[src/rtl/hilo_unit.sv]
// HI/LO architectural register pair: sequences the iterative divider, services
// MTHI/MTLO, flags divide-by-zero and aborts a divider that never finishes.
module hilo_unit #(
    parameter int DIV_TIMEOUT = 40,
    parameter int CNT_W       = 6
) (
    input  logic        clk,
    input  logic        rst,
    input  logic        op_div,
    input  logic        op_mthi,
    input  logic        op_mtlo,
    input  logic [31:0] rs_data,
    input  logic [31:0] rt_data,
    output logic        div_start,
    output logic [31:0] dividend,
    output logic [31:0] divisor,
    input  logic        div_end,
    input  logic [31:0] div_hi,
    input  logic [31:0] div_lo,
    output logic [31:0] hi_out,
    output logic [31:0] lo_out,
    output logic        stall,
    output logic        div0_exc,
    output logic        div_timeout
);

    typedef enum logic [1:0] {IDLE, START, WAIT} state_t;

    localparam logic [CNT_W-1:0] CNT_LAST = CNT_W'(DIV_TIMEOUT - 1);

    state_t           state, state_nx;
    logic [CNT_W-1:0] cnt, cnt_nx;
    logic [31:0]      hi_nx, lo_nx, dividend_nx, divisor_nx;
    logic             start_nx, exc_nx, to_nx;

    always_ff @(posedge clk) begin
        if (rst) begin
            state       <= IDLE;
            cnt         <= '0;
            hi_out      <= '0;
            lo_out      <= '0;
            dividend    <= '0;
            divisor     <= '0;
            div_start   <= 1'b0;
            div0_exc    <= 1'b0;
            div_timeout <= 1'b0;
        end else begin
            state       <= state_nx;
            cnt         <= cnt_nx;
            hi_out      <= hi_nx;
            lo_out      <= lo_nx;
            dividend    <= dividend_nx;
            divisor     <= divisor_nx;
            div_start   <= start_nx;
            div0_exc    <= exc_nx;
            div_timeout <= to_nx;
        end
    end

    always_comb begin
        state_nx    = state;
        cnt_nx      = cnt;
        hi_nx       = hi_out;
        lo_nx       = lo_out;
        dividend_nx = dividend;
        divisor_nx  = divisor;
        start_nx    = 1'b0;
        exc_nx      = 1'b0;
        to_nx       = 1'b0;
        case (state)
            IDLE: begin
                if (op_div) begin
                    if (rt_data != 32'd0) begin
                        dividend_nx = rs_data;
                        divisor_nx  = rt_data;
                        start_nx    = 1'b1;
                        state_nx    = START;
                    end else begin
                        exc_nx = 1'b1;
                    end
                end else if (op_mthi) begin
                    hi_nx = rs_data;
                end else if (op_mtlo) begin
                    lo_nx = rs_data;
                end
            end
            START: begin
                cnt_nx   = '0;
                state_nx = WAIT;
            end
            WAIT: begin
                // First WAIT cycle may still see the previous divide's done level.
                if (cnt != '0 && div_end) begin
                    hi_nx    = div_hi;
                    lo_nx    = div_lo;
                    state_nx = IDLE;
                end else if (cnt == CNT_LAST) begin
                    to_nx    = 1'b1;
                    state_nx = IDLE;
                end else begin
                    cnt_nx = cnt + 1'b1;
                end
            end
            default: state_nx = IDLE;
        endcase
    end

    assign stall = (state != IDLE);

endmodule
[config.mk]
export PLATFORM = sky130hd
export DESIGN_NAME = hilo_unit
export DESIGN_NICKNAME = d
export VERILOG_FILES = /design/src/rtl/hilo_unit.sv
export SDC_FILE = /design/constraint.sdc
export NUM_CORES = 1
export LEC_CHECK = 0
export ABC_AREA = 1
export CORE_MARGIN = 3
export CORE_UTILIZATION = 45
export CTS_BUF_LIST = sky130_fd_sc_hd__clkbuf_8
export DETAILED_ROUTE_END_ITERATION = 6
export PLACE_DENSITY = 0.91
export SLEW_MARGIN = 20
export SYNTH_ARGS = -nofsm -noshare
export SYNTH_HDL_FRONTEND = slang
export SYNTH_SLANG_ARGS = --single-unit
[constraint.sdc]
create_clock -name clk -period 2.8 [get_ports clk]
set_clock_uncertainty 0.05 [all_clocks]
set_input_delay 0.28 -clock clk [delete_from_list [all_inputs] [get_ports clk]]
set_output_delay 0.28 -clock clk [all_outputs]
set_load 0.005 [all_outputs]
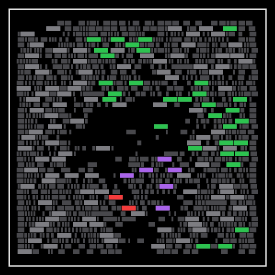
(sequential cells grouped by signal name)
Drawn at 2 px/um.
Purple is `cnt`, flops 6. Red is `state`, flops 2. Green is `lo_out`, flops 32.

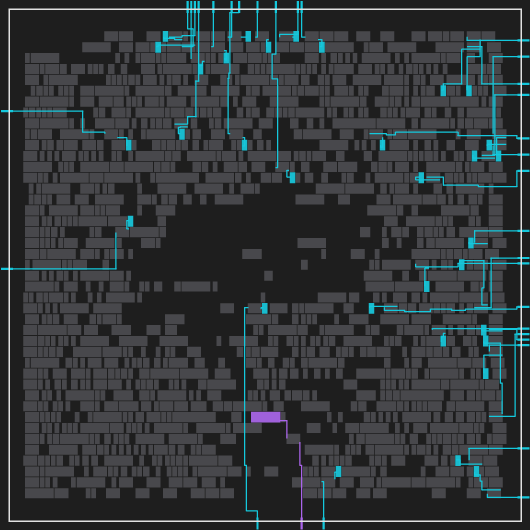
(wires at chosen ports, followed through buffers)
Drawn at 4 px/um.
Purple is `div_timeout`, direction output, edge bottom, end cells 1, buffers 1, wire 25.9 um. Cyan is `div_lo`, direction input, edge 17 right, 11 top, 2 bottom, 2 left, end cells 32, buffers 32, wire 892 um.

==> out/qor.rpt <==
========================================================================================
Run status ................................................................ finished, final reports clean
Deepest level of the CTS H-tree ...........................................            4
Worst-Margin Slew .........................................................       767 ps
Delay contributed by the slowest stage of the critical path ...............       380 ps
Growth of design area from synthesis to finish ............................        45.8%
Post-synth regs ...........................................................          139
Kind of critical path ..................................................... register to register
Portion of the clock cycle consumed by the worst path in the final layout .        76.9%
Fmax ......................................................................    0.464 GHz
Die height ................................................................       128 um
Register share after synthesis ............................................        41.8%
Post-synthesis net count ..................................................        1,135
Netlist area before placement .............................................     6660 um2
Cells after synthesis .....................................................          999
Worst min path class ...................................................... input port to register
Drt total wl ..............................................................    23,100 um
Summed negative setup slack over all endpoints ............................         0 ps
Flop share of the area ....................................................        28.7%
Multi-input comb cells ....................................................          711
Share of synthesized registers carrying an async set or reset .............           0%
Most frequently used flop master after synthesis .......................... sky130_fd_sc_hd__dfxtp_1
Overall global routing resource usage .....................................        27.3%
Setup repair after global routing missed its margin .......................        false
Slew margin rel. ..........................................................        48.9%
MI comb area ..............................................................     3160 um2
Uppermost signal routing layer after detailed routing .....................         met4
Most common logic cells in the final layout ............................... 310 x sky130_fd_sc_hd__nand2_1, 264 x sky130_fd_sc_hd__clkdlybuf4s50_1, 161 x sky130_fd_sc_hd__nor2_1
Register area .............................................................     2780 um2
Hold-critical path depth ..................................................            4
Crit path from ............................................................ cnt[0]$_SDFFE_PP0P_
Boundary pin count ........................................................          266
Data required time of the worst path ......................................      3040 ps
Most repeated cell in the gate-level netlist after synthesis .............. sky130_fd_sc_hd__nand2_1
Nonclk inv count ..........................................................           78
Most crowded layer after global routing ...................................         met2
Wire length of the first global-routing pass ..............................    35,600 um
Logic depth of the worst setup path including buffers .....................            9
Worst reg2reg startpoint .................................................. cnt[0]$_SDFFE_PP0P_
Max rail drop VDD .........................................................     0.308 mV
Most common library cells after synthesis ................................. 311 x sky130_fd_sc_hd__nand2_1, 161 x sky130_fd_sc_hd__nor2_1, 139 x sky130_fd_sc_hd__dfxtp_1
Pin count of the biggest net entering global routing ......................           70
Std cell rows .............................................................           43
Clk_buf instances .........................................................           21
========================================================================================
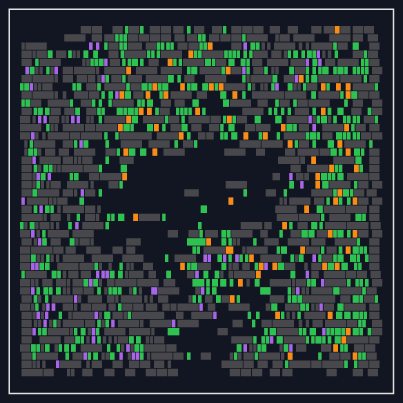
(gate-type map)
Drawn at 3 px/um.
Orange is aoi and oai cells, cells 72. Green is nand cells, cells 467, where spread over the die. Purple is inv cells, cells 78, where spread over the die.

[logic make-up after synthesis]
family,after synthesis,synth area share (%)
compound gates,72,5.45
fa+ha+maj,2,0.376
buf+inv,149,10.7
flops,139,41.8
simple gates,637,41.6
[stage by stage]
| stage | setup slack, ps | instance area (um2) | utilization [%] | cells |
|---|---|---|---|---|
| 2_1_floorplan | 1350 | 6660 | - | 999 |
| 3_3_place_gp | 632 | 9250 | 65.4 | 1390 |
| 3_5_place_dp | 603 | 9250 | 65.4 | 1390 |
| 4_1_cts | 641 | 9700 | 68.6 | 1421 |
| 5_1_grt | 491 | 9700 | 68.6 | 1421 |
| 6_report | 647 | 9700 | 68.6 | 1421 |
[how the worst min path moves through the flow]
stage               slack (ps)                  endpoint                    start
finish                     390  dividend[3]$_SDFFE_PP0P_                      rst
global route               380  dividend[3]$_SDFFE_PP0P_                      rst
CTS                        350  dividend[3]$_SDFFE_PP0P_                      rst
detailed placement         400   lo_out[30]$_SDFFE_PP0P_  lo_out[30]$_SDFFE_PP0P_
global placement           400    hi_out[4]$_SDFFE_PP0P_   hi_out[4]$_SDFFE_PP0P_
floorplan                  410    hi_out[0]$_SDFFE_PP0P_   hi_out[0]$_SDFFE_PP0P_
[worst reg2reg max path, delay by kind of cell (launching register included)]
kind | cells | cell delay, ps
AND/OR/NAND/NOR | 5 | 870
AND-OR/OR-AND | 1 | 70
adder cells (fa/ha/maj) | 1 | 190
flip-flops | 1 | 380
buffers and inverters | 2 | 440
[power breakdown]
| part | switching (uW) | leakage (uW) | internal [uW] |
|---|---|---|---|
| Clock | 779 | 0.000224 | 1060 |
| Combinational | 653 | 0.00287 | 653 |
| Sequential | 97.7 | 0.00114 | 2150 |
| Total | 1530 | 0.00423 | 3860 |
Power is estimated from default activity; no workload was simulated.
